[config.mk]
export PLATFORM = sky130hd
export DESIGN_NAME = axis_pattern_gen_flat
export DESIGN_NICKNAME = d
export VERILOG_FILES = /design/src/rtl/axis_pattern_gen_if.sv /design/src/rtl/axis_pattern_gen.sv /design/src/flat_wrapper.sv
export SDC_FILE = /design/constraint.sdc
export NUM_CORES = 1
export LEC_CHECK = 0
export CORE_UTILIZATION = 23
export CTS_CLUSTER_DIAMETER = 50
export DETAILED_ROUTE_END_ITERATION = 10
export PLACE_DENSITY_LB_ADDON = 0.25
export SLEW_MARGIN = 20
export SYNTH_ARGS = -nofsm -noshare
export SYNTH_HDL_FRONTEND = slang
export SYNTH_SLANG_ARGS = --single-unit
[constraint.sdc]
create_clock -name clock -period 3 [get_ports clock]
set_input_delay 0.3 -clock clock [delete_from_list [all_inputs] [get_ports clock]]
set_output_delay 0.3 -clock clock [all_outputs]
set_load 0.01 [all_outputs]
[src/rtl/axis_pattern_gen_if.sv]
// rtl/axis_pattern_gen_if.sv - stream bus between a pattern source and its sink.
interface axi_stream_inf #(
   parameter int DSIZE = 16
);
   logic             axis_tvalid;
   logic             axis_tready;
   logic [DSIZE-1:0] axis_tdata;
   logic             axis_tlast;

   modport master (
      output axis_tvalid,
      output axis_tdata,
      output axis_tlast,
      input  axis_tready
   );

   modport slave (
      input  axis_tvalid,
      input  axis_tdata,
      input  axis_tlast,
      output axis_tready
   );
endinterface

[src/rtl/axis_pattern_gen.sv]
// rtl/axis_pattern_gen.sv - stream test-pattern master with packet framing, gaps and stop.
// tdata doubles as the pattern register, so it only advances on a handshake.
module axis_pattern_gen #(
   parameter int               DSIZE = 16,
   parameter int               LSIZE = 16,
   parameter int               NSIZE = 16,
   parameter int               GSIZE = 8,
   parameter logic [DSIZE-1:0] POLY  = DSIZE'(16'hB400)
) (
   input  logic                 clock,
   input  logic                 rst,
   input  logic                 start,
   input  logic                 stop,
   input  logic [1:0]           mode,
   input  logic [DSIZE-1:0]     data_init,
   input  logic [LSIZE-1:0]     pkt_len,
   input  logic [NSIZE-1:0]     pkt_num,
   input  logic [GSIZE-1:0]     gap,
   output logic                 busy,
   output logic                 done,
   output logic [NSIZE-1:0]     pkt_cnt,
   axi_stream_inf.master        origin_inf
);
   typedef enum logic [1:0] {IDLE, SEND, GAP} state_t;

   state_t           state;
   logic [1:0]       mode_r;
   logic [LSIZE-1:0] len_r;
   logic [NSIZE-1:0] num_r;
   logic [GSIZE-1:0] gap_r;
   logic [LSIZE-1:0] beat_cnt;
   logic [GSIZE-1:0] gap_cnt;
   logic             stop_req;

   logic [LSIZE-1:0] len_eff;
   logic [DSIZE-1:0] seed;
   logic [LSIZE-1:0] beat_cnt_nxt;
   logic [NSIZE-1:0] pkt_cnt_nxt;

   function automatic logic [DSIZE-1:0] next_data(input logic [1:0] m, input logic [DSIZE-1:0] d);
      case (m)
         2'd0:    next_data = d + DSIZE'(1);
         2'd1:    next_data = d;
         2'd2:    next_data = (d >> 1) ^ (d[0] ? POLY : '0);
         default: next_data = {d[DSIZE-2:0], d[DSIZE-1]};
      endcase
   endfunction

   // LFSR and walking-one would lock up on an all-zero seed.
   assign len_eff      = (pkt_len == '0) ? LSIZE'(1) : pkt_len;
   assign seed         = (mode[1] && data_init == '0) ? DSIZE'(1) : data_init;
   assign beat_cnt_nxt = beat_cnt + LSIZE'(1);
   assign pkt_cnt_nxt  = pkt_cnt + NSIZE'(1);

   always_ff @(posedge clock) begin
      if (rst) begin
         state                  <= IDLE;
         origin_inf.axis_tvalid <= 1'b0;
         origin_inf.axis_tlast  <= 1'b0;
         origin_inf.axis_tdata  <= '0;
         busy                   <= 1'b0;
         done                   <= 1'b0;
         pkt_cnt                <= '0;
         stop_req               <= 1'b0;
         mode_r                 <= 2'd0;
         len_r                  <= LSIZE'(1);
         num_r                  <= '0;
         gap_r                  <= '0;
         beat_cnt               <= '0;
         gap_cnt                <= '0;
      end else begin
         done <= 1'b0;
         case (state)
            IDLE: begin
               if (start) begin
                  state                  <= SEND;
                  mode_r                 <= mode;
                  len_r                  <= len_eff;
                  num_r                  <= pkt_num;
                  gap_r                  <= gap;
                  busy                   <= 1'b1;
                  pkt_cnt                <= '0;
                  beat_cnt               <= '0;
                  stop_req               <= 1'b0;
                  origin_inf.axis_tvalid <= 1'b1;
                  origin_inf.axis_tdata  <= seed;
                  origin_inf.axis_tlast  <= (len_eff == LSIZE'(1));
               end
            end
            SEND: begin
               if (stop) stop_req <= 1'b1;
               if (origin_inf.axis_tready) begin
                  origin_inf.axis_tdata <= next_data(mode_r, origin_inf.axis_tdata);
                  if (origin_inf.axis_tlast) begin
                     pkt_cnt  <= pkt_cnt_nxt;
                     beat_cnt <= '0;
                     if (stop_req || stop || (num_r != '0 && pkt_cnt_nxt == num_r)) begin
                        state                  <= IDLE;
                        origin_inf.axis_tvalid <= 1'b0;
                        origin_inf.axis_tlast  <= 1'b0;
                        busy                   <= 1'b0;
                        done                   <= 1'b1;
                        stop_req               <= 1'b0;
                     end else if (gap_r == '0) begin
                        origin_inf.axis_tlast  <= (len_r == LSIZE'(1));
                     end else begin
                        state                  <= GAP;
                        origin_inf.axis_tvalid <= 1'b0;
                        origin_inf.axis_tlast  <= 1'b0;
                        gap_cnt                <= gap_r - GSIZE'(1);
                     end
                  end else begin
                     beat_cnt              <= beat_cnt_nxt;
                     origin_inf.axis_tlast <= (beat_cnt_nxt == len_r - LSIZE'(1));
                  end
               end
            end
            GAP: begin
               if (stop) begin
                  state <= IDLE;
                  busy  <= 1'b0;
                  done  <= 1'b1;
               end else if (gap_cnt == '0) begin
                  state                  <= SEND;
                  origin_inf.axis_tvalid <= 1'b1;
                  origin_inf.axis_tlast  <= (len_r == LSIZE'(1));
               end else begin
                  gap_cnt <= gap_cnt - GSIZE'(1);
               end
            end
            default: state <= IDLE;
         endcase
      end
   end
endmodule
[src/flat_wrapper.sv]
// flat-port wrapper written by rule: the top's interface ports become plain ports
module axis_pattern_gen_flat 
#(
   parameter int               DSIZE = 16,
   parameter int               LSIZE = 16,
   parameter int               NSIZE = 16,
   parameter int               GSIZE = 8,
   parameter logic [DSIZE-1:0] POLY  = DSIZE'(16'hB400)
)
  (clock, rst, start, stop, mode, data_init, pkt_len, pkt_num, gap, busy, done, pkt_cnt, origin_inf_axis_tvalid, origin_inf_axis_tdata, origin_inf_axis_tlast, origin_inf_axis_tready);
  axi_stream_inf #(.DSIZE(DSIZE)) origin_inf_i ();
  input  logic clock;
  input  logic rst;
  input  logic start;
  input  logic stop;
  input  logic [1:0] mode;
  input  logic [DSIZE-1:0] data_init;
  input  logic [LSIZE-1:0] pkt_len;
  input  logic [NSIZE-1:0] pkt_num;
  input  logic [GSIZE-1:0] gap;
  output logic busy;
  output logic done;
  output logic [NSIZE-1:0] pkt_cnt;
  output wire logic [$bits(origin_inf_i.axis_tvalid)-1:0] origin_inf_axis_tvalid;
  output wire logic [$bits(origin_inf_i.axis_tdata)-1:0] origin_inf_axis_tdata;
  output wire logic [$bits(origin_inf_i.axis_tlast)-1:0] origin_inf_axis_tlast;
  input wire logic [$bits(origin_inf_i.axis_tready)-1:0] origin_inf_axis_tready;
  assign origin_inf_axis_tvalid = origin_inf_i.axis_tvalid;
  assign origin_inf_axis_tdata = origin_inf_i.axis_tdata;
  assign origin_inf_axis_tlast = origin_inf_i.axis_tlast;
  assign origin_inf_i.axis_tready = origin_inf_axis_tready;
  axis_pattern_gen #(.DSIZE(DSIZE), .LSIZE(LSIZE), .NSIZE(NSIZE), .GSIZE(GSIZE), .POLY(POLY)) u_core (.clock(clock), .rst(rst), .start(start), .stop(stop), .mode(mode), .data_init(data_init), .pkt_len(pkt_len), .pkt_num(pkt_num), .gap(gap), .busy(busy), .done(done), .pkt_cnt(pkt_cnt), .origin_inf(origin_inf_i));
endmodule
Fig. 1: run 1, M2 wires
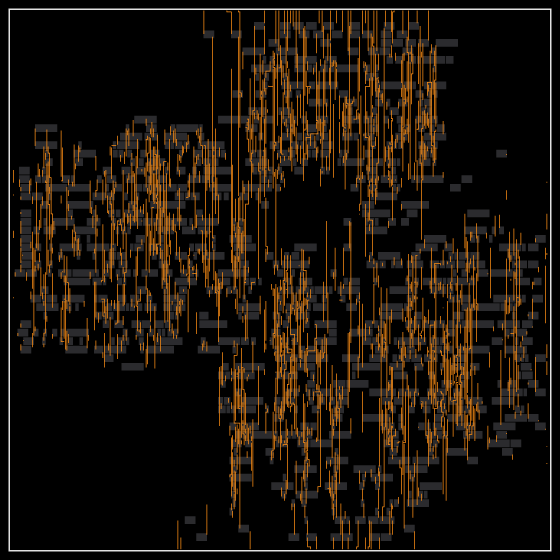
wire length on this layer: 9300 µm
longest straight run: 64.1 µm
share of all routed wire: 46%
main direction: vertical
nets with wire on the layer: 811

Fig. 2: run 1, signal wires on met1
Bar = 50 µm. Supply wires on this layer in grey.
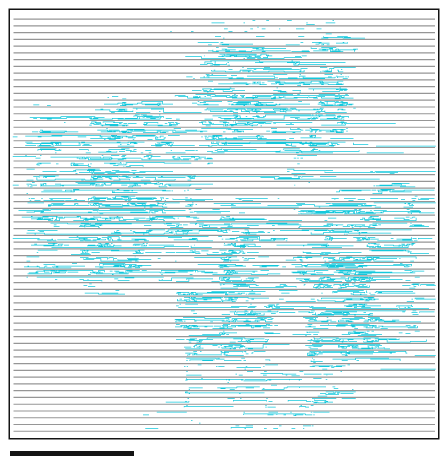
nets with wire on the layer: 935
longest straight run: 51.1 µm

==> run summary, run 1 <==
Implementation results.

The standard cell with the maximum stage delay on the critical path is sky130_fd_sc_hd__dfxtp_1. The remaining global-route overflow is 0. The part of the power in registers is 0.346. The post-detailed-route wirelength per cell is approximately 15 µm. The gate count after technology mapping is 900. The final hold violation count recorded for this run is 0. The switching portion of total power comes to 0.427. Leaving out buffers and inverters, the combinational logic in the layout accounts for 4270 µm². The fraction of registers with async set/reset is 0. Per the CTS log, the maximum H-tree level is 3. The wire length on met3 is about 730 µm.

The sort of element at the start of the critical path is a flop. Of the cells placed in the final design, the portion with a size suffix greater than 1 is 0.0666. Clock latency on the worst-skew pair, taken at its later pin, is about 0.36 ns. TritonCTS built the clock tree. The report lists the number of cells resized after CTS as 0. The tool warning count for the run is 30.

The highest clock rate is 356 MHz. By count the netlist is led by 137 x sky130_fd_sc_hd__nand2_1, 105 x sky130_fd_sc_hd__dfxtp_1, 86 x sky130_fd_sc_hd__a21oi_1, 86 x sky130_fd_sc_hd__nor2_1, 59 x sky130_fd_sc_hd__o21ai_0. The number of top-level pins is a little under 100. The post-CTS setup-driven buffer insertion count is 0. The placement report lists the number of port buffers as slightly below 100.

The routed layout reports a DRC error count of 0. The power density over cell area is around 700 nW/µm². Measured against the total synthesized area, the mux share comes to 0.0291. The area growth from synthesis to layout is 24.7%. The power report puts the net switching power at 0.00250 W.

The number of antenna violations at the first check in global routing is 1. TritonCTS created 9 clock buffers. The run reported a max-capacitance violation count of 0. The routed wire length on met2 is 9.30 mm. The power report puts the leakage power at roughly 2.8 nW. Ranked by total cell area, the synthesized netlist is headed by sky130_fd_sc_hd__dfxtp_1 32%, sky130_fd_sc_hd__nand2_1 7.7%, sky130_fd_sc_hd__a21oi_1 6.5%, sky130_fd_sc_hd__xnor2_1 5.8%, sky130_fd_sc_hd__nor2_1 4.8%. The clock arrives with between 0.01 and 0.015 ns of skew. The routed layout has 6522 vias. The biggest combinational cell group after synthesis is simple AND/OR/NAND/NOR gates.

The largest total area in the synthesized netlist belongs to sky130_fd_sc_hd__dfxtp_1. The die boundary width is 172 µm. The clock period could shrink to about 2.8 ns.

Of all nets on the critical path, the largest fanout is 10. Before antenna repair, the detailed router went through 5 iterations. The flow ran to the end, and the final reports show no timing, DRC or antenna violations. Looking at the max-slew report, the worst-margin pin has a slew of 0.990 ns. The top cell types in the final layout, fill and taps aside, are 135 x sky130_fd_sc_hd__nand2_1, 103 x sky130_fd_sc_hd__dfxtp_1, 97 x sky130_fd_sc_hd__clkdlybuf4s50_1. In the final timing run, aggregate negative setup slack is 0 ns. The setup-violating endpoint count in the final report is 0. Among all flip-flop cells after synthesis, the most frequent one is sky130_fd_sc_hd__dfxtp_1. The highest ir drop seen on vdd is 400 µV.

The number of enable flip-flop cells is 0. For this run, the number of Yosys warnings is 0. The arrival time of data at the worst endpoint is listed as between 3 and 4 ns. After detailed routing, no signal wire sits above met5. After synthesis, the design contains 900 cells according to Yosys. Counting distinct cell types in the post-synthesis netlist gives 61. After synthesis, the chip area reported by Yosys is 6670 µm². The synthesized area divided by synthesized cell count is 7.41 µm². The type of the worst setup path is flop to flop. Internal power comes to 0.00336 W. After filler insertion, the fill cell instance count of the layout stands at 3064. The most common cell after layout, fill and taps aside is sky130_fd_sc_hd__nand2_1. The share of total power in combinational logic is 0.455.

The first-pass GRT wire length is about 33 mm. 0 antenna diodes ended up in the layout. The longest individual stage delay on the worst path is 0.41 ns.
Fig. 3: run 1, signal wires on met4
Supply wires on this layer in grey.
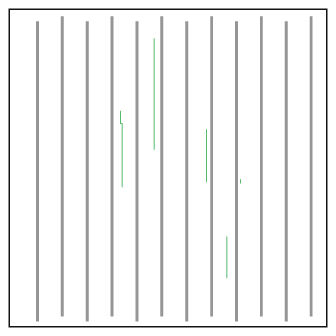
longest straight run: 60.5 µm
share of all routed wire: 0.76%

## run 1: area by class of cell
cell class | count | area share
inverter | 14 | 0.00631
clock buffer | 10 | 0.0275
clock inverter | 6 | 0.00616
sequential | 105 | 0.253
tap | 378 | 0.0568
multi-input combinational | 721 | 0.513
timing repair buffer | 120 | 0.137
## run 1: per-stage QoR
step	util	setup WS, ns	std cells	hold slack (ns)	area [µm²]
3_3_place_gp	0.285	0.240	1338	0.471	8030
4_1_cts	0.295	0.138	1354	0.456	8310
2_1_floorplan	-	0.376	900	0.436	6670
3_5_place_dp	0.285	0.151	1338	0.480	8030
5_1_grt	0.296	0.0147	1354	0.489	8320
6_report	0.296	0.194	1354	0.462	8320
## run 1: power by group through the flow
stage                     registers [W]  clock network, W  logic (W)
final                           0.00203           0.00116    0.00266
after global routing            0.00208           0.00128    0.00299
after CTS                       0.00203           0.00122    0.00268
after detailed placement        0.00206                 0    0.00267
after global placement          0.00206                 0    0.00266
after floorplan                 0.00197                 0    0.00179
## run 1: routing by layer
layer  vias up  track usage
li1       3344            -
met1      3041        0.193
met2       122        0.226
met3        13       0.0227
met4         2       0.0300
met5         -            0
## run 1: logic make-up (layout without fill, tap and decap cells)
group | Yosys count | after routing
buffers and inverters | 74 | 150
DFF | 105 | 105
xor gates and xnor gates | 73 | 73
adders and majority gates | 10 | 10
AOI/OAI and AO/OA | 233 | 233
and+or+nand+nor | 386 | 386
muxes | 19 | 19
## run 1: worst register-to-register path: stages, from the launching register on
cell and delay (ns):
sky130_fd_sc_hd__dfxtp_1 0.41, sky130_fd_sc_hd__ha_2 0.28, sky130_fd_sc_hd__nand3_4 0.15, sky130_fd_sc_hd__o21a_1 0.24, sky130_fd_sc_hd__or3_1 0.35, sky130_fd_sc_hd__a22oi_2 0.20, sky130_fd_sc_hd__nand4_2 0.15, sky130_fd_sc_hd__o21ai_4 0.29
sky130_fd_sc_hd__a221oi_4 0.09, sky130_fd_sc_hd__buf_4 0.20, sky130_fd_sc_hd__o21ai_0 0.18, sky130_fd_sc_hd__a41oi_1 0.12
## run 1: final timing paths
kind / startpoint / to / slack (ns) / cells after the start
setup / recovery: u_core.pkt_cnt[1] / u_core.gap_cnt[4] / 0.19 / 11
hold / removal: rst / u_core.gap_cnt[0] / 0.46 / 2
setup reg to reg: u_core.pkt_cnt[1] / u_core.gap_cnt[4] / 0.19 / 11
hold reg to reg: u_core.len_r[11] / u_core.len_r[11] / 0.49 / 2
## run 1: state kept, by name, indices dropped and copies added, names as in the netlist
| signal | flops |
|---|---|
| u_core.beat_cnt | 16 |
| u_core.len_r | 16 |
| u_core.num_r | 16 |
| u_core.origin_inf.axis_tdata | 16 |
| u_core.pkt_cnt | 16 |
| u_core.gap_cnt | 8 |
| u_core.gap_r | 8 |
| u_core.mode_r | 2 |
| u_core.state | 2 |
| u_core.busy | 1 |
| u_core.done | 1 |
| u_core.origin_inf.axis_tlast | 1 |
| u_core.origin_inf.axis_tvalid | 1 |
| u_core.stop_req | 1 |
## Run 2: what changed since run 1
- ABC_CLOCK_PERIOD_IN_PS: unset -> 3000
- SLEW_MARGIN: 20 -> unset
Fig. 4: run 2, routing congestion
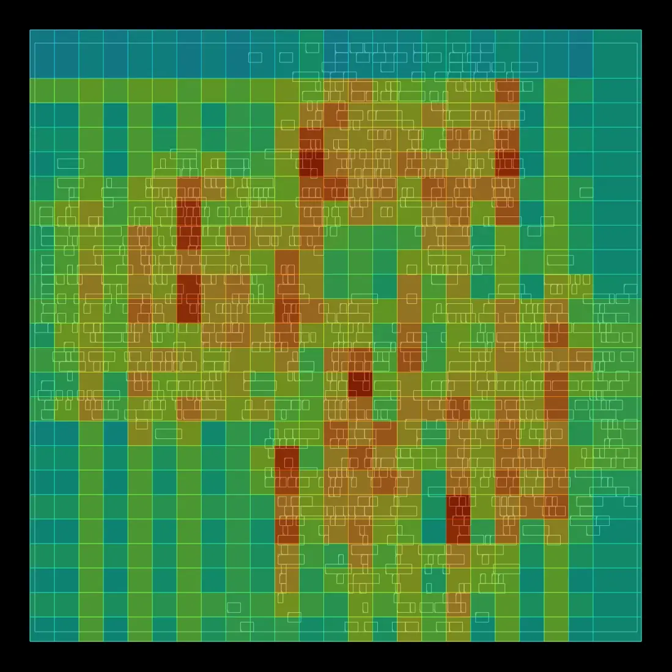
detailed-route wire length per cell: 15.1 µm
met3 global-route usage: 0.0227

==> run summary, run 2 <==
Implementation results.

The share of total power in combinational logic was 0.455 (about the same). The first-pass GRT wire length was 32.7 mm (unchanged). The most common cell after layout, fill and taps aside is sky130_fd_sc_hd__nand2_1 (unchanged). The top cell type by instance count after synthesis is sky130_fd_sc_hd__nand2_1 (unchanged).

The largest net degree at the start of global routing is 57 (unchanged). The routed wire length on met2 is 9.30 mm (unchanged). The count of buffers from port buffering came to 98 (unchanged).

The clock period minus final worst setup slack came to 2.81 ns (unchanged). The number of antenna violations at the first check in global routing is 1 (unchanged). The type of the worst setup path is flop to flop (unchanged).

The global placement routability congestion is 0.829 (unchanged). The share of the cycle needed by the critical path after routing is 0.935 (unchanged). The number of sinks on the clock net is 105 (unchanged).

The die boundary width is 172 µm (unchanged). The layout net count is 1044 (unchanged). The synthesized area is 6670 µm² (unchanged). The library cell occupying the most area in the post-synthesis netlist is sky130_fd_sc_hd__dfxtp_1 (unchanged). The highest clock rate is 356 MHz (unchanged). The relative contribution of the clock network to total power is 0.199 (about the same).

The number of global-route vias before repair is 6114 (unchanged). The number of iterations in the first detailed-routing pass was 5 (unchanged). The count of warning messages emitted by the tools is 30 (unchanged). The slew at the pin closest to its max-slew limit is 0.990 ns (unchanged). The post-place instance area was 8030 µm² (unchanged). Most used standard cells in the synthesized netlist: 137 x sky130_fd_sc_hd__nand2_1, 105 x sky130_fd_sc_hd__dfxtp_1, 86 x sky130_fd_sc_hd__a21oi_1, 86 x sky130_fd_sc_hd__nor2_1, 59 x sky130_fd_sc_hd__o21ai_0 (unchanged). The headroom to the max-slew limit came to 0.338 (unchanged). The post-CTS setup-driven buffer insertion count is 0 (unchanged).

The most common flop cell mapped by yosys is sky130_fd_sc_hd__dfxtp_1 (unchanged). The share of cells above drive strength 1 came to 0.0666 (unchanged). The max capacitance violation total was 0 (unchanged). The net switching power of the design is 0.00250 W (unchanged).

The part of the power in registers is 0.346 (about the same). The chip area line of the yosys report is 6670 µm² (unchanged). The switching fraction of total power is 0.427 (unchanged). The count of different cell masters after synthesis came to 61 (unchanged).

The clock transition at the registers of the reported paths is 0.08 ns (about the same). The leakage power is 2.84 nW (unchanged). The yosys cell count came to 900 (unchanged).

The kind of cell adding the most delay to the critical path was AND-OR/OR-AND gates (unchanged). The combinational gate area is 4270 µm² (unchanged). The clock tree root buffer cell was sky130_fd_sc_hd__clkbuf_16 (unchanged). The highest net fanout along the worst path is 10 (unchanged). The portion of synthesized cell area occupied by the leading cell type is 0.315 (unchanged).

The number of top-level pins was 99 (unchanged). The clock latency at the later pin of the worst-skew pair is 0.36 ns (about the same). The arrival time of the worst setup path is 3.01 ns (about the same). The post-synthesis register bit count is 105 (unchanged). The synthesized netlist net count came to 973 (unchanged). The total vias in the final route is 6522 (unchanged). The total DRC errors in the routed layout is 0 (unchanged). The aggregate negative setup slack is 0 ns (unchanged). The top routing layer in use is met5 (unchanged). The standard cell with the maximum stage delay on the critical path is sky130_fd_sc_hd__dfxtp_1 (unchanged). The gate count after technology mapping is 900 (unchanged).

The register area was 2100 µm² (unchanged). The global-route usage over all layers is 0.140 (unchanged). The overall power of the completed layout is 0.00586 W (unchanged). The count of endpoints failing hold in the final timing report is 0 (unchanged). The number of slew-limit violations in the final report is 0 (unchanged).

The area inside the core boundary is 28200 µm² (unchanged). The number of nets with antenna violations after routing came to 0 (unchanged). The area of all placed cells without fillers is 8320 µm² (unchanged).

The filler cell count in the final layout is 3064 (unchanged). The vertical extent of the die is 172 µm (unchanged). The chip footprint is 29700 µm² (unchanged). The setup-violating endpoint count in the final report is 0 (unchanged).

The longest individual stage delay on the worst path is 0.41 ns (about the same). Commonest cells after routing, fill and taps aside: 135 x sky130_fd_sc_hd__nand2_1, 103 x sky130_fd_sc_hd__dfxtp_1, 97 x sky130_fd_sc_hd__clkdlybuf4s50_1 (unchanged). Most area-consuming cells after synthesis: sky130_fd_sc_hd__dfxtp_1 32%, sky130_fd_sc_hd__nand2_1 7.7%, sky130_fd_sc_hd__a21oi_1 6.5%, sky130_fd_sc_hd__xnor2_1 5.8%, sky130_fd_sc_hd__nor2_1 4.8% (unchanged).

The remaining global-route overflow is 0 (unchanged). The synthesized area divided by synthesized cell count is 7.41 µm² (unchanged). The wire length on met3 was 734 µm (unchanged). The count of hold-fix buffers inserted at cts is 0 (unchanged).

The number of placement rows is 61 (unchanged). The cell-internal power is 0.00336 W (unchanged). The sort of element at the end of the critical path was a flop (unchanged). Status: completed (unchanged). The number of vias per cell is 4.82 (unchanged).

The required time of the critical path is 3.21 ns (about the same). The routed metal-1 wire length came to 10.2 mm (unchanged). The count of buffering cells on the critical path with inverters included is 1 (unchanged). The layout overhead on the synthesized area is 24.7% (unchanged). The total wirelength of the detailed-routed design is 20.4 mm (unchanged).

The half-perimeter wire length of the detailed placement result is 15.0 mm (unchanged). The setup clock skew after layout is 0.0104 ns (unchanged). The clock tree from TritonCTS is done (unchanged). The number of buffers added by the clock tree synthesis step is 9 (unchanged). The number of enable flip-flop cells was 0 (unchanged).

The power density over cell area is 704 nW/µm² (unchanged). Ordered list of cells on the worst path: ha_2 > nand3_4 > o21a_1 > or3_1 > a22oi_2 > nand4_2 > o21ai_4 > a221oi_4 > buf_4 > o21ai_0 > a41oi_1 (unchanged). The number of diodes is 0 (unchanged). The fraction of registers with async set/reset is 0 (unchanged). The sort of element at the start of the critical path is a flop (unchanged). The initial detailed-routing violation count is 470 (unchanged).

The highest ir drop seen on vdd was 400 µV (unchanged). The tally of yosys warning messages is 0 (unchanged). The H-tree level count is 3 (unchanged).
[run 2: layout make-up]
class	instances	area share
multi-input combinational	721	0.513
sequential	105	0.253
timing repair buffer	120	0.137
tap	378	0.0568
clock buffer	10	0.0275
inverter	14	0.00631
clock inverter	6	0.00616
[run 2: stage by stage]
stage | hold slack [ns] | instances | worst slack, ns | utilization
2_1_floorplan | 0.436 | 900 | 0.376 | -
3_3_place_gp | 0.471 | 1338 | 0.240 | 0.285
3_5_place_dp | 0.480 | 1338 | 0.151 | 0.285
4_1_cts | 0.456 | 1354 | 0.138 | 0.295
5_1_grt | 0.489 | 1354 | 0.0147 | 0.296
6_report | 0.462 | 1354 | 0.194 | 0.296
[run 2: what timing repair did]
action	4_1_cts	5_1_grt
resized	0	6
setup endpoints to repair	0	9
hold endpoints to repair	0	0
[run 2: path summary, 6_finish.rpt]
path	start	end	slack, ns	depth (start not counted)
setup / recovery	u_core.pkt_cnt[1]	u_core.gap_cnt[4]	0.19	11
hold / removal	rst	u_core.gap_cnt[0]	0.46	2
setup reg to reg	u_core.pkt_cnt[1]	u_core.gap_cnt[4]	0.19	11
hold reg to reg	u_core.len_r[11]	u_core.len_r[11]	0.49	2
[run 2: kinds of logic after synthesis]
group,count (synthesis),share of synthesized area
xor+xnor,73,0.0958
mux,19,0.0291
buf+inv,74,0.0474
simple gates,386,0.278
fa+ha+maj,10,0.0188
flops,105,0.315
compound gates,233,0.216
[run 2: power groups by stage]
stage                     Clock [W]  Sequential, W  Combinational, W
final                       0.00116        0.00203           0.00266
after global routing        0.00128        0.00208           0.00299
after CTS                   0.00122        0.00203           0.00268
after detailed placement          0        0.00206           0.00267
after global placement            0        0.00206           0.00266
after floorplan                   0        0.00197           0.00179
[run 2: worst reg2reg max path, cell delays in order (launching register included)]
cell                       delay (ns)
sky130_fd_sc_hd__dfxtp_1         0.41
sky130_fd_sc_hd__ha_2            0.28
sky130_fd_sc_hd__nand3_4         0.15
sky130_fd_sc_hd__o21a_1          0.24
sky130_fd_sc_hd__or3_1           0.35
sky130_fd_sc_hd__a22oi_2         0.20
sky130_fd_sc_hd__nand4_2         0.15
sky130_fd_sc_hd__o21ai_4         0.29
sky130_fd_sc_hd__a221oi_4        0.09
sky130_fd_sc_hd__buf_4           0.20
sky130_fd_sc_hd__o21ai_0         0.18
sky130_fd_sc_hd__a41oi_1         0.12
[run 2: routing by layer]
metal / global-route usage / up-vias
met2: 0.226 / 122
met5: 0 / -
met4: 0.0300 / 2
met1: 0.193 / 3041
li1: - / 3344
met3: 0.0227 / 13
Fig. 5: run 2, signal wires on met4
Supply wires on this layer in grey.
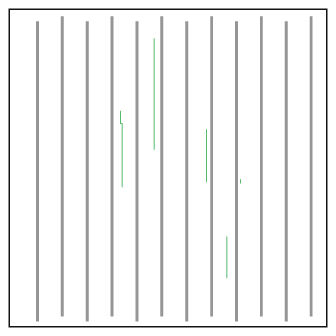

## Run 3: what changed since run 2
- ABC_AREA: unset -> 1
- CAP_MARGIN: unset -> 20
Fig. 6: run 3, signal wires on met4
Supply wires on this layer in grey.
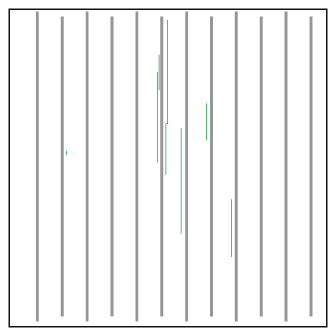
vias: 7162
total wire length: 21.5 mm

==> run summary, run 3 <==
Implementation results.

The clock period minus final worst setup slack came to 2.46 ns (was 2.81 ns). The number of antenna violations at the first check in global routing is 2 (was 1). The count of warning messages emitted by the tools was 30 (unchanged). The cell-internal power came to 0.00347 W (was 0.00336 W).

The number of buffers added by the clock tree synthesis step came to 9 (unchanged). Most used standard cells in the synthesized netlist: 312 x sky130_fd_sc_hd__nand2_1, 138 x sky130_fd_sc_hd__nor2_1, 119 x sky130_fd_sc_hd__inv_1, 105 x sky130_fd_sc_hd__dfxtp_1, 90 x sky130_fd_sc_hd__a21oi_1 (was 137 x sky130_fd_sc_hd__nand2_1, 105 x sky130_fd_sc_hd__dfxtp_1, 86 x sky130_fd_sc_hd__a21oi_1, 86 x sky130_fd_sc_hd__nor2_1, 59 x sky130_fd_sc_hd__o21ai_0). The count of buffering cells on the critical path with inverters included is 1 (unchanged).

The number of gates given a new drive strength after cts was 0 (unchanged). The number of global-route vias before repair is 6840 (was 6114). The tally of yosys warning messages is 0 (unchanged). The count of hold-fix buffers inserted at cts is 0 (unchanged).

The layout overhead on the synthesized area was 25.6% (was 24.7%). The number of sinks on the clock net was 105 (unchanged). The longest individual stage delay on the worst path is 0.47 ns (was 0.41 ns). The area inside the core boundary is 28600 µm² (was 28200 µm²). The share of total power in combinational logic is 0.484 (was 0.455).

The most frequent cell on the critical path is sky130_fd_sc_hd__nand2_1. The startpoint of the worst register-to-register path was u_core.pkt_cnt[0] (was u_core.pkt_cnt[1]). The clock latency at the later pin of the worst-skew pair is 0.37 ns (was 0.36 ns). The sort of element at the end of the critical path is a flop (unchanged). The highest net fanout along the worst path is 10 (unchanged). The synthesized netlist net count is 1166 (was 973).

The total DRC errors in the routed layout is 0 (unchanged). The clock tree buffer depth is 2 (unchanged). Commonest cells after routing, fill and taps aside: 311 x sky130_fd_sc_hd__nand2_1, 138 x sky130_fd_sc_hd__nor2_1, 119 x sky130_fd_sc_hd__inv_1 (was 135 x sky130_fd_sc_hd__nand2_1, 103 x sky130_fd_sc_hd__dfxtp_1, 97 x sky130_fd_sc_hd__clkdlybuf4s50_1).

The count of different cell masters after synthesis is 40 (was 61). The layout net count is 1254 (was 1044). The most common cell after layout, fill and taps aside is sky130_fd_sc_hd__nand2_1 (unchanged).

The aggregate negative setup slack is 0 ns (unchanged). The slew at the pin closest to its max-slew limit is 0.801 ns (was 0.990 ns). The required time of the critical path is 3.26 ns (was 3.21 ns). The largest net degree at the start of global routing is 44 (was 57).

The area fraction in mux cells is 0.00449 (was 0.0291). The highest clock rate came to 406 MHz (was 356 MHz). The number of slew-limit violations in the final report is 0 (unchanged).

The kind of cell adding the most delay to the critical path is simple AND/OR/NAND/NOR gates (was AND-OR/OR-AND gates). The clock tree from TritonCTS is done (unchanged). The relative contribution of the clock network to total power is 0.186 (was 0.199). The portion of synthesized cell area occupied by the leading cell type was 0.315 (about the same). The sort of element at the start of the critical path is a flop (unchanged). The number of placement rows came to 62 (was 61). The first-pass GRT wire length is 35.1 mm (was 32.7 mm). The count of endpoints failing hold in the final timing report is 0 (unchanged). The setup-violating endpoint count in the final report is 0 (unchanged). The top cell type by instance count after synthesis is sky130_fd_sc_hd__nand2_1 (unchanged).

The most common flop cell mapped by yosys is sky130_fd_sc_hd__dfxtp_1 (unchanged). The headroom to the max-slew limit came to 0.465 (was 0.338). The core utilization of the finished layout is 0.293 (was 0.296). The half-perimeter wire length of the detailed placement result was 16.4 mm (was 15.0 mm). The standard cell with the maximum stage delay on the critical path is sky130_fd_sc_hd__dfxtp_1 (unchanged). The number of nets with antenna violations after routing was 0 (unchanged). The launch point of the worst hold path was u_core.stop_req (was rst). The gate count after technology mapping was 1093 (was 900). The share of the cycle needed by the critical path after routing is 0.821 (was 0.935).

The biggest combinational cell group after synthesis is simple AND/OR/NAND/NOR gates (unchanged). The share of cells above drive strength 1 is 0.0455 (was 0.0666). The floorplan-stage core utilization is 0.233 (was 0.237). The clock transition at the registers of the reported paths is 0.08 ns (about the same). The max capacitance violation total is 0 (unchanged).

The chip footprint is 29700 µm² (about the same). The post-synthesis register bit count is 105 (unchanged). The type of the worst setup path is flop to flop (unchanged). The H-tree level count is 3 (unchanged).

The type of the tightest min-delay check was flop to flop (was input port to flop). The synthesized area divided by synthesized cell count is 6.11 µm² (was 7.41 µm²). The power density over cell area is 755 nW/µm² (was 704 nW/µm²). The register-to-register setup slack is 0.54 ns (was 0.19 ns).

RSZ-0062 raised after global routing: false (unchanged). The sequential element share of the synthesized area is 0.315 (about the same). The synthesized area is 6680 µm² (was 6670 µm²). The switching fraction of total power came to 0.453 (was 0.427).

The number of top-level pins was 99 (unchanged). Status: completed (unchanged). The xor and xnor area share after synthesis is 0.0296 (was 0.0958). The post-CTS setup-driven buffer insertion count is 0 (unchanged).

The highest ir drop seen on vdd came to 377 µV (was 400 µV). The start point of the critical path is u_core.pkt_cnt[0] (was u_core.pkt_cnt[1]). The part of the power in registers was 0.330 (was 0.346).

The arrival time of the worst setup path came to 2.73 ns (was 3.01 ns). The library cell occupying the most area in the post-synthesis netlist is sky130_fd_sc_hd__dfxtp_1 (unchanged). The leakage power is 3.26 nW (was 2.84 nW). The setup clock skew after layout was 0.0142 ns (was 0.0104 ns). The area share of and-or/or-and cells after synthesis is 0.168 (was 0.216). Ordered list of cells on the worst path: ha_1 > nand2_1 > nor2_4 > nand2_1 > nand2_1 > nand2_1 > nand2_1 > nand3_1 > nor2_1 > nand2_1 > nor2_2 > nand2_2 > nand2_2 > nand2_2 > nand2_4 > inv_2 > nor2_1 > nor2_1 (was ha_2 > nand3_4 > o21a_1 > or3_1 > a22oi_2 > nand4_2 > o21ai_4 > a221oi_4 > buf_4 > o21ai_0 > a41oi_1). The die boundary width is 172 µm (about the same).

The number of diodes was 0 (unchanged). The post-detailed-route wirelength per cell is 13.7 µm (was 15.1 µm). The initial detailed-routing violation count is 465 (was 470).

The adder and majority cell fraction of the synthesized area is 0.0187 (was 0.0188). The chip area line of the yosys report was 6680 µm² (was 6670 µm²). The number of vias per cell came to 4.56 (was 4.82). The global placement routability congestion is 0.862 (was 0.829). The net switching power of the design is 0.00287 W (was 0.00250 W). The number of enable flip-flop cells is 0 (unchanged). The number of iterations in the first detailed-routing pass came to 7 (was 5). The count of buffers from port buffering was 98 (unchanged). The simple-gate share of the synthesized area was 0.375 (was 0.278). Most area-consuming cells after synthesis: sky130_fd_sc_hd__dfxtp_1 31%, sky130_fd_sc_hd__nand2_1 18%, sky130_fd_sc_hd__nor2_1 7.8%, sky130_fd_sc_hd__a21oi_1 6.7%, sky130_fd_sc_hd__inv_1 6.7% (was sky130_fd_sc_hd__dfxtp_1 32%, sky130_fd_sc_hd__nand2_1 7.7%, sky130_fd_sc_hd__a21oi_1 6.5%, sky130_fd_sc_hd__xnor2_1 5.8%, sky130_fd_sc_hd__nor2_1 4.8%).

The vertical extent of the die is 172 µm (about the same). The remaining global-route overflow was 0 (unchanged). The clock tree root buffer cell is sky130_fd_sc_hd__clkbuf_16 (unchanged).

The global-route usage over all layers was 0.150 (was 0.140). The yosys cell count is 1093 (was 900). The fraction of registers with async set/reset is 0 (unchanged).
==> run 3: final cells by class <==
| type | instances | area, µm² |
|---|---|---|
| well taps | 384 | 480 |
| clock inverters | 6 | 51.3 |
| repair buffers | 111 | 1080 |
| clock buffers | 10 | 229 |
| flip-flops and latches | 105 | 2100 |
| fillers | 3200 | 20200 |
| multi-input cells | 831 | 3990 |
| inverters | 123 | 462 |
==> run 3: path summary, 6_finish.rpt <==
path	end	cells after the start
setup / recovery	u_core.gap_cnt[6]	18
hold / removal	u_core.stop_req	2
setup reg to reg	u_core.gap_cnt[6]	18
hold reg to reg	u_core.stop_req	2
==> run 3: power by group through the flow <==
stage,sequential (W),combinational (W),clock (W)
after floorplan,0.00203,0.00210,0
after global placement,0.00212,0.00307,0
after detailed placement,0.00211,0.00307,0
after CTS,0.00209,0.00309,0.00122
after global routing,0.00214,0.00348,0.00127
final,0.00209,0.00307,0.00118
==> run 3: tightest hold or removal path, stage by stage (launching register included) <==
cell	delay, ns
sky130_fd_sc_hd__dfxtp_1	0.32
sky130_fd_sc_hd__inv_1	0.05
sky130_fd_sc_hd__a21oi_1	0.05
==> run 3: per-layer routing <==
metal | part of all wire | up-vias | global-route usage | routed length (µm)
met1 | 0.49 | 3207 | 0.199 | 10500
met4 | 0.012 | 2 | 0.0385 | 263
met2 | 0.44 | 179 | 0.240 | 9390
li1 | - | 3757 | - | -
met3 | 0.060 | 17 | 0.0403 | 1290
met5 | 0.00061 | - | 0 | 13
==> run 3: cell families after synthesis <==
logic type | count (synthesis)
buffers and inverters | 157
adders and majority gates | 10
AOI/OAI and AO/OA | 205
DFF | 105
xor gates and xnor gates | 21
muxes | 3
and+or+nand+nor | 592
==> run 3: stage by stage <==
stage               worst slack (ns)  total power, W  cells  hold WS [ns]  cell area (µm²)
floorplan                      0.934         0.00413   1093         0.426             6680
global placement               0.555         0.00519   1554         0.438             8110
detailed placement             0.540         0.00518   1554         0.443             8110
CTS                            0.523         0.00639   1570         0.460             8390
global route                   0.190         0.00689   1570         0.497             8390
finish                         0.536         0.00634   1570         0.463             8390

==> notes/layouts.md <==
Pictures saved along the way, in no particular order.

Met3 routing.
panel A
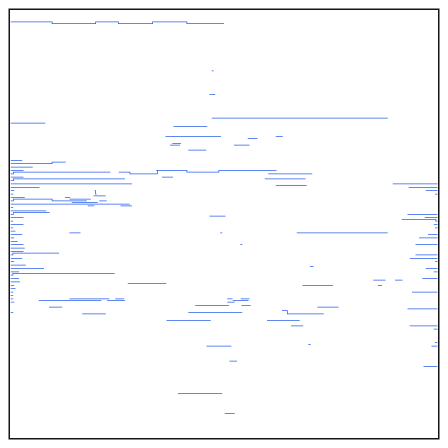
panel B
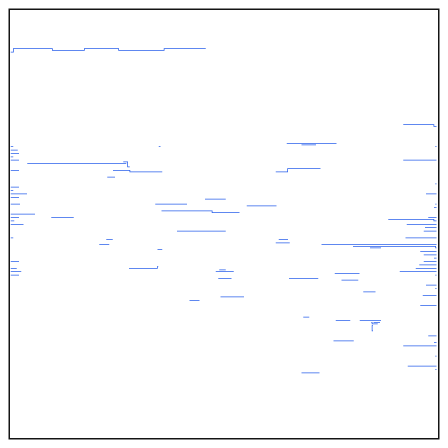
panel A: run 3
panel B: run 1

No activity file was given, so power comes from the tool's default toggle rates.
